===== config.mk =====
export PLATFORM = sky130hd
export DESIGN_NAME = calc_arbiter
export DESIGN_NICKNAME = d
export VERILOG_FILES = /design/src/rtl/calc_pkg.sv /design/src/rtl/calc_rr_arb.sv /design/src/rtl/calc_arbiter.sv
export SDC_FILE = /design/constraint.sdc
export NUM_CORES = 1
export LEC_CHECK = 0
export CORE_MARGIN = 2
export CORE_UTILIZATION = 40
export CTS_CLUSTER_DIAMETER = 40
export DETAILED_ROUTE_END_ITERATION = 10
export GPL_ROUTABILITY_DRIVEN = 0
export PLACE_DENSITY = 0.87
export SYNTH_ARGS = -nofsm -noshare
export SYNTH_HDL_FRONTEND = slang
export SYNTH_SLANG_ARGS = --single-unit
export TNS_END_PERCENT = 5

===== constraint.sdc =====
create_clock -name clk -period 6.1 [get_ports clk]
set_input_delay 0.915 -clock clk [delete_from_list [all_inputs] [get_ports clk]]
set_output_delay 0.915 -clock clk [all_outputs]
set_load 0.01 [all_outputs]

===== src/rtl/calc_pkg.sv =====
// Shared constants for the calc arbiter: calc opcodes, datapath width and FSM states.
package calc_pkg;

   localparam int unsigned CALC_DW = 8;
   localparam int unsigned OP_W    = 3;

   localparam logic [OP_W-1:0] OP_ADD = 3'd0;
   localparam logic [OP_W-1:0] OP_SUB = 3'd1;
   localparam logic [OP_W-1:0] OP_MUL = 3'd2;
   localparam logic [OP_W-1:0] OP_SQR = 3'd3;

   typedef enum logic [2:0] {
      ST_IDLE    = 3'd0,
      ST_SEND_A  = 3'd1,
      ST_SEND_OP = 3'd2,
      ST_SEND_B  = 3'd3,
      ST_WAIT    = 3'd4,
      ST_RESP    = 3'd5
   } state_e;

   // Opcodes above OP_SQR are never forwarded to calc.
   function automatic logic op_is_legal(input logic [OP_W-1:0] op);
      return (op <= OP_SQR);
   endfunction

endpackage


===== src/rtl/calc_rr_arb.sv =====
// Request picker: round-robin from ptr+1, or lowest-index-wins when CALC_ARB_FIXED_PRI_EN is defined.
module calc_rr_arb
   import calc_pkg::*;
#(
   parameter int unsigned NREQ = 4,
   parameter int unsigned IDW  = 2
) (
   input  logic [NREQ-1:0] req,
   input  logic [IDW-1:0]  ptr,
   output logic [NREQ-1:0] gnt_c,
   output logic [IDW-1:0]  idx_c,
   output logic            any_c
);

`ifdef CALC_ARB_FIXED_PRI_EN
   logic unused_ptr;
   assign unused_ptr = ^ptr;

   // Walk from the top so the lowest set index is written last and wins.
   always_comb begin
      logic [NREQ-1:0] sel;
      gnt_c = '0;
      idx_c = '0;
      any_c = |req;
      sel   = '0;
      for (int i = int'(NREQ) - 1; i >= 0; i--) begin
         sel = req >> i;
         if (sel[0]) begin
            gnt_c = NREQ'(1) << i;
            idx_c = IDW'(i);
         end
      end
   end
`else
   // Walk the rotated order backwards so the first set bit after ptr is written last.
   always_comb begin
      logic [NREQ-1:0] sel;
      int unsigned     pos;
      gnt_c = '0;
      idx_c = '0;
      any_c = |req;
      sel   = '0;
      pos   = 0;
      for (int k = int'(NREQ); k >= 1; k--) begin
         pos = (32'(ptr) + 32'(k)) % NREQ;
         sel = req >> pos;
         if (sel[0]) begin
            gnt_c = NREQ'(1) << pos;
            idx_c = IDW'(pos);
         end
      end
   end
`endif

endmodule


===== src/rtl/calc_arbiter.sv =====
// Shares one byte-serial calc among NREQ requesters and returns tagged results.
// Build option: CALC_ARB_FIXED_PRI_EN selects fixed priority instead of round-robin.
module calc_arbiter
   import calc_pkg::*;
#(
   parameter int unsigned NREQ = 4,
   parameter int unsigned DW   = CALC_DW,
   parameter int unsigned IDW  = 2
) (
   input  logic                 clk,
   input  logic                 rst,
   input  logic [NREQ-1:0]      req_valid,
   input  logic [NREQ*DW-1:0]   req_a,
   input  logic [NREQ*OP_W-1:0] req_op,
   input  logic [NREQ*DW-1:0]   req_b,
   output logic [NREQ-1:0]      req_ready,
   output logic                 rsp_valid,
   input  logic                 rsp_ready,
   output logic [IDW-1:0]       rsp_id,
   output logic [DW-1:0]        rsp_data,
   output logic                 rsp_err,
   output logic                 calc_rst,
   output logic                 calc_valid,
   output logic [DW-1:0]        calc_data,
   input  logic [DW-1:0]        calc_out
);

   if (NREQ < 2 || NREQ > 8) begin : g_bad_nreq
      $error("calc_arbiter: NREQ must be 2..8");
   end
   if (DW != CALC_DW) begin : g_bad_dw
      $error("calc_arbiter: DW must match the calc datapath width");
   end
   if (IDW < $clog2(NREQ)) begin : g_bad_idw
      $error("calc_arbiter: IDW too narrow for NREQ");
   end

   state_e            state_q, state_d;
   logic [OP_W-1:0]   op_q, op_d;
   logic [DW-1:0]     b_q, b_d;
   logic              rsp_valid_q, rsp_valid_d;
   logic [IDW-1:0]    rsp_id_q, rsp_id_d;
   logic [DW-1:0]     rsp_data_q, rsp_data_d;
   logic              rsp_err_q, rsp_err_d;
   logic              calc_valid_q, calc_valid_d;
   logic [DW-1:0]     calc_data_q, calc_data_d;

   logic [NREQ-1:0]   gnt_c;
   logic [IDW-1:0]    gidx_c;
   logic              any_c;
   logic              accept_c;
   logic [IDW-1:0]    arb_ptr;
   logic [DW-1:0]     sel_a;
   logic [OP_W-1:0]   sel_op;
   logic [DW-1:0]     sel_b;

`ifdef CALC_ARB_FIXED_PRI_EN
   assign arb_ptr = '0;
`else
   logic [IDW-1:0]    ptr_q, ptr_d;
   assign arb_ptr = ptr_q;
`endif

   calc_rr_arb #(
      .NREQ (NREQ),
      .IDW  (IDW)
   ) u_arb (
      .req   (req_valid),
      .ptr   (arb_ptr),
      .gnt_c (gnt_c),
      .idx_c (gidx_c),
      .any_c (any_c)
   );

   // Operands of the granted requester, taken straight from the packed buses.
   assign sel_a  = DW'(req_a >> (32'(gidx_c) * DW));
   assign sel_op = OP_W'(req_op >> (32'(gidx_c) * OP_W));
   assign sel_b  = DW'(req_b >> (32'(gidx_c) * DW));

   assign accept_c  = rst && (state_q == ST_IDLE) && any_c;
   assign req_ready = accept_c ? gnt_c : '0;

   // calc shares our reset edge so its 3-beat phase counter stays aligned with the FSM.
   assign calc_rst   = !rst;
   assign calc_valid = calc_valid_q;
   assign calc_data  = calc_data_q;
   assign rsp_valid  = rsp_valid_q;
   assign rsp_id     = rsp_id_q;
   assign rsp_data   = rsp_data_q;
   assign rsp_err    = rsp_err_q;

   // Next state: the calc beat for a state is registered on entry, so it appears during that state.
   always_comb begin
      state_d      = state_q;
      op_d         = op_q;
      b_d          = b_q;
      rsp_valid_d  = rsp_valid_q;
      rsp_id_d     = rsp_id_q;
      rsp_data_d   = rsp_data_q;
      rsp_err_d    = rsp_err_q;
      calc_valid_d = 1'b0;
      calc_data_d  = '0;
`ifndef CALC_ARB_FIXED_PRI_EN
      ptr_d        = ptr_q;
`endif
      case (state_q)
         ST_IDLE: begin
            if (accept_c) begin
               op_d     = sel_op;
               b_d      = sel_b;
               rsp_id_d = gidx_c;
`ifndef CALC_ARB_FIXED_PRI_EN
               ptr_d    = gidx_c;
`endif
               if (op_is_legal(sel_op)) begin
                  state_d      = ST_SEND_A;
                  calc_valid_d = 1'b1;
                  calc_data_d  = sel_a;
                  rsp_err_d    = 1'b0;
               end else begin
                  state_d     = ST_RESP;
                  rsp_valid_d = 1'b1;
                  rsp_err_d   = 1'b1;
                  rsp_data_d  = '0;
               end
            end
         end
         ST_SEND_A: begin
            state_d      = ST_SEND_OP;
            calc_valid_d = 1'b1;
            calc_data_d  = DW'(op_q);
         end
         ST_SEND_OP: begin
            // Square ignores b but calc still expects a third beat.
            state_d      = ST_SEND_B;
            calc_valid_d = 1'b1;
            calc_data_d  = b_q;
         end
         ST_SEND_B: begin
            state_d = ST_WAIT;
         end
         ST_WAIT: begin
            state_d     = ST_RESP;
            rsp_data_d  = calc_out;
            rsp_err_d   = 1'b0;
            rsp_valid_d = 1'b1;
         end
         ST_RESP: begin
            if (rsp_ready) begin
               state_d     = ST_IDLE;
               rsp_valid_d = 1'b0;
            end
         end
         default: begin
            state_d = ST_IDLE;
         end
      endcase
   end

   always_ff @(posedge clk) begin
      if (!rst) begin
         state_q      <= ST_IDLE;
         op_q         <= '0;
         b_q          <= '0;
         rsp_valid_q  <= 1'b0;
         rsp_id_q     <= '0;
         rsp_data_q   <= '0;
         rsp_err_q    <= 1'b0;
         calc_valid_q <= 1'b0;
         calc_data_q  <= '0;
`ifndef CALC_ARB_FIXED_PRI_EN
         ptr_q        <= IDW'(NREQ - 1);
`endif
      end else begin
         state_q      <= state_d;
         op_q         <= op_d;
         b_q          <= b_d;
         rsp_valid_q  <= rsp_valid_d;
         rsp_id_q     <= rsp_id_d;
         rsp_data_q   <= rsp_data_d;
         rsp_err_q    <= rsp_err_d;
         calc_valid_q <= calc_valid_d;
         calc_data_q  <= calc_data_d;
`ifndef CALC_ARB_FIXED_PRI_EN
         ptr_q        <= ptr_d;
`endif
      end
   end

endmodule


==> images/layer_met1.png <==
Supply wires on this layer in gray.
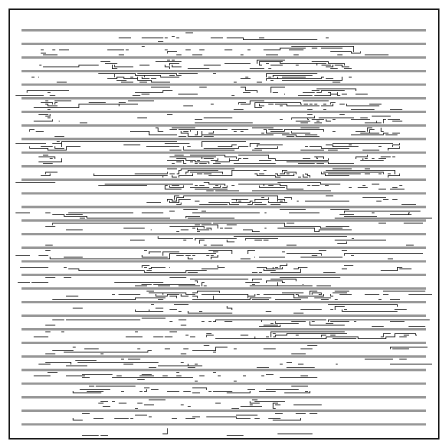
longest straight run: 31.7 µm
share of all routed wire: 39%
wire length on this layer: 2760 µm

==> images/layer_met2.png <==
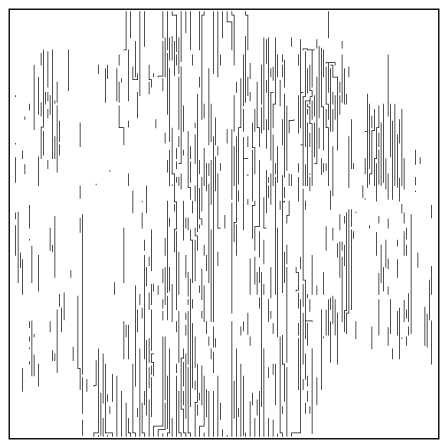
nets with wire on the layer: 406
longest straight run: 37.1 µm
wire length on this layer: 3700 µm

==> flow_metrics.env <==
# source this file to load flow results
export IMPL_rows=29
export IMPL_edf_count=0
export IMPL_crit_slowest_cell="clkdlybuf4s50_1"
export IMPL_grt_total_usage_pct=19.1
export IMPL_critical_path_peak_fanout=29
export IMPL_ys_ff=37
export IMPL_post_synth_num_cell_types=59
export IMPL_post_cts_buffers=0
export IMPL_synth_main_ff_cell="dfxtp_1"
export IMPL_antenna_left=0
export IMPL_maxSlewViolCount=0
export IMPL_required_ps=5180
export IMPL_min_delay_path_depth=2
export IMPL_finalSetupViolCount=0
export IMPL_grt_max_degree=40
export IMPL_clk_pin_slew_ps=70
export IMPL_postCtsHoldBufs=0
export IMPL_die_h_um=85.7
export IMPL_syn_avg_cell_area_um2=9.56
export IMPL_worstMarginPinSlew_ps=910
export IMPL_vdd_drop_max_mv=0.239
export IMPL_cp_depth=8
export IMPL_netlist_area_mm2=0.00267
export IMPL_antenna_cells=0
export IMPL_h_tree_depth=2
export IMPL_nNetsFinal=484
export IMPL_cp_top_family="buffers and inverters"
export IMPL_r2r_cells=8
export IMPL_drtPass1Iterations=4
export IMPL_rsz0062_at_grt="false"
export IMPL_p_per_area_mw_per_mm2=397
export IMPL_insertion_delay_ps=290
export IMPL_tritoncts="built"
export IMPL_fin_crit_ps=5050
export IMPL_finClkSkew_ps=9.25
export IMPL_max_cap_violations=0
export IMPL_hold_class="reg2reg"
export IMPL_cp_num_buf_inv=3
export IMPL_end_kind="output port"
export IMPL_drive_above_1_share_pct=12.4
export IMPL_grt_pass1_wl_mm=11.3
export IMPL_path_cells="clkdlybuf4s50_1, inv_2, a21oi_1, nand2_1, or2_1, nor2_1, o2bb2ai_1, clkdlybuf4s50_1"
export IMPL_arrival_ps=4130
export IMPL_vias=2485
export IMPL_fin_crit_sh_pct=82.7
export IMPL_async_flop_share_pct=0
export IMPL_p_leak_uw=0.00147
export IMPL_yosys_warnings=0
export IMPL_cts_made_buffers=5
export IMPL_ys_area_mm2=0.00267
export IMPL_chip_area_mm2=0.00734
export IMPL_core_area_mm2=0.00639
export IMPL_clock_fmax_mhz=198
export IMPL_drt_vias_per_instance=5.37
export IMPL_yosys_cells=279
export IMPL_ys_seq_share_pct=27.8
export IMPL_cts_buffer_depth=2
export IMPL_drc=0
export IMPL_clock_root_buffer="clkbuf_8"
export IMPL_wl_mm=7.03
export IMPL_status="completed"
export IMPL_drt_initial_drc_count=70
export IMPL_die_w_um=85.7
export IMPL_fin_ws_ps=1050
export IMPL_worst_setup_path_start_kind="input port"
export IMPL_rrSetupSlack_ps=2540
export IMPL_cts_sinks=37
export IMPL_syn_num_nets=378
export IMPL_criticalPathCategory="in2out"
export IMPL_io_pins=117
export IMPL_grt_pass1_vias=2498
export IMPL_crit_path_frequent_cell="clkdlybuf4s50_1"
export IMPL_p_total_uw=1550
export IMPL_hold_ws_ps=455
export IMPL_dpl_worst_slack_ps=1090
export IMPL_initial_core_util_pct=41.8
export IMPL_dpl_hpwl_mm=5.59
export IMPL_portBuffers=116
export IMPL_setup_tns_ps=0
export IMPL_max_stage_delay_ps=850
export IMPL_warnings=33
export IMPL_synthCells=279
export IMPL_hold_violations=0
export IMPL_cts_resized=0
export IMPL_wl_per_cell_um=15.2
export IMPL_nFillCells=563
export IMPL_areaGrowthSynthToFinish_pct=45.9
export IMPL_antenna_found_initial=0
export IMPL_grt_overflow=0
export IMPL_slew_headroom_pct=39.3
==> images/layer_met3.png <==
Scale bar: 20 µm. Cells faint in the background.
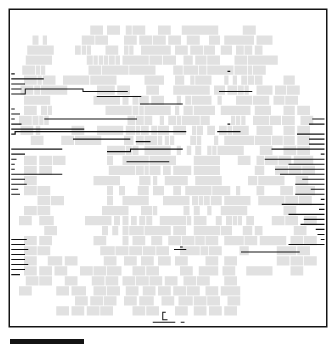
longest straight run: 46.2 µm
share of all routed wire: 7.1%
nets with wire on the layer: 65
wire length on this layer: 497 µm

-- final timing paths --
check / start / to
max: rst / req_ready[2]
min reg2reg: rsp_data[3] / rsp_data[3]
min: rsp_data[3] / rsp_data[3]
max reg2reg: arb_ptr[0] / op_q[1]
-- routing by layer --
layer	vias to the layer above	part of all wire [%]	track usage, %
met5	-	0	0
met4	0	1.1	4.62
met3	10	7.1	5.77
met2	79	53	35.8
met1	1157	39	20.9
li1	1239	-	-
-- power by group --
group	internal (µW)	switching, µW	leakage, µW	total, µW
sequential	330	69.9	0.000304	400
combinational	496	490	0.00112	986
clock	79.0	80.2	0.0000450	159
total	906	640	0.00147	1550
-- metrics by stage --
step	std cells	instance area, µm²	utilization (%)
floorplan	279	2670	-
global placement	455	3810	59.6
detailed placement	455	3810	59.6
CTS	463	3890	60.9
global route	463	3890	60.9
finish	463	3890	60.9
-- synthesized netlist by cell type, types with 4 or more instances --
cell	n	area share (%)
nor2b_1	4	0.94
nand3_1	11	2.1
a22o_1	7	2.3
o211ai_1	5	1.4
buf_6	7	3.0
ha_1	8	3.8
mux2_2	8	3.4
nand2_1	32	4.5
mux2i_1	38	14
mux2_4	8	4.5
dfxtp_1	37	28
nor2_1	13	1.8
clkbuf_1	4	0.56
o2bb2ai_1	4	1.3
a21oi_1	8	1.5
buf_2	6	1.1
o21ai_1	17	3.2
nand4_1	5	1.2
-- state kept, by name, indices dropped and copies added, names as in the netlist --
register    cells
rsp_err         1
calc_valid      1
op_q            3
calc_data       8
rsp_id          2
rsp_valid       1
rsp_data        8
arb_ptr         2
state_q         3
b_q             8
-- final cells by class --
type	instances	area (µm²)	area share [%]
clock buffer	6	72.6	1.86
sequential	37	741	19.0
inverter	5	18.8	0.482
clock inverter	2	10.0	0.257
tap	77	96.3	2.48
timing repair buffer	118	1180	30.2
multi-input combinational	218	1780	45.7
-- logic make-up (layout without fill, tap and decap cells) --
kind of cell    after synthesis  after routing  synth area share [%]
compound gates               68             68                  21.0
mux                          58             58                  25.5
buf+inv                      24            131                  5.63
flops                        37             37                  27.8
simple gates                 84             84                  16.3
fa+ha+maj                     8              8                  3.75
-- cells in the final DEF, fill, tap and decap left out, types with 2 or more instances in the layout --
cell type	instances
nand2_1	32
ha_1	8
nand2b_1	2
nand4_1	5
inv_1	2
o21ai_1	17
a21oi_1	8
mux2i_1	38
nand3_1	11
inv_2	3
nor2_1	13
mux2_4	8
o21ai_2	2
o31a_1	2
clkinv_2	2
o22ai_1	2
buf_4	2
o221ai_1	3
a31oi_1	2
mux2_2	8
a22o_1	7
clkbuf_8	5
o211ai_1	5
a21o_1	2
o2bb2ai_1	4
nor2b_1	4
clkdlybuf4s50_1	116
mux2i_4	2
dfxtp_1	37
mux4_2	2
and2_1	3
-- worst min-delay path: stages, from the launching register on --
cell and delay, ps:
dfxtp_1 310, nand2_1 50, o21ai_1 50
Power is estimated from default activity; no workload was simulated.
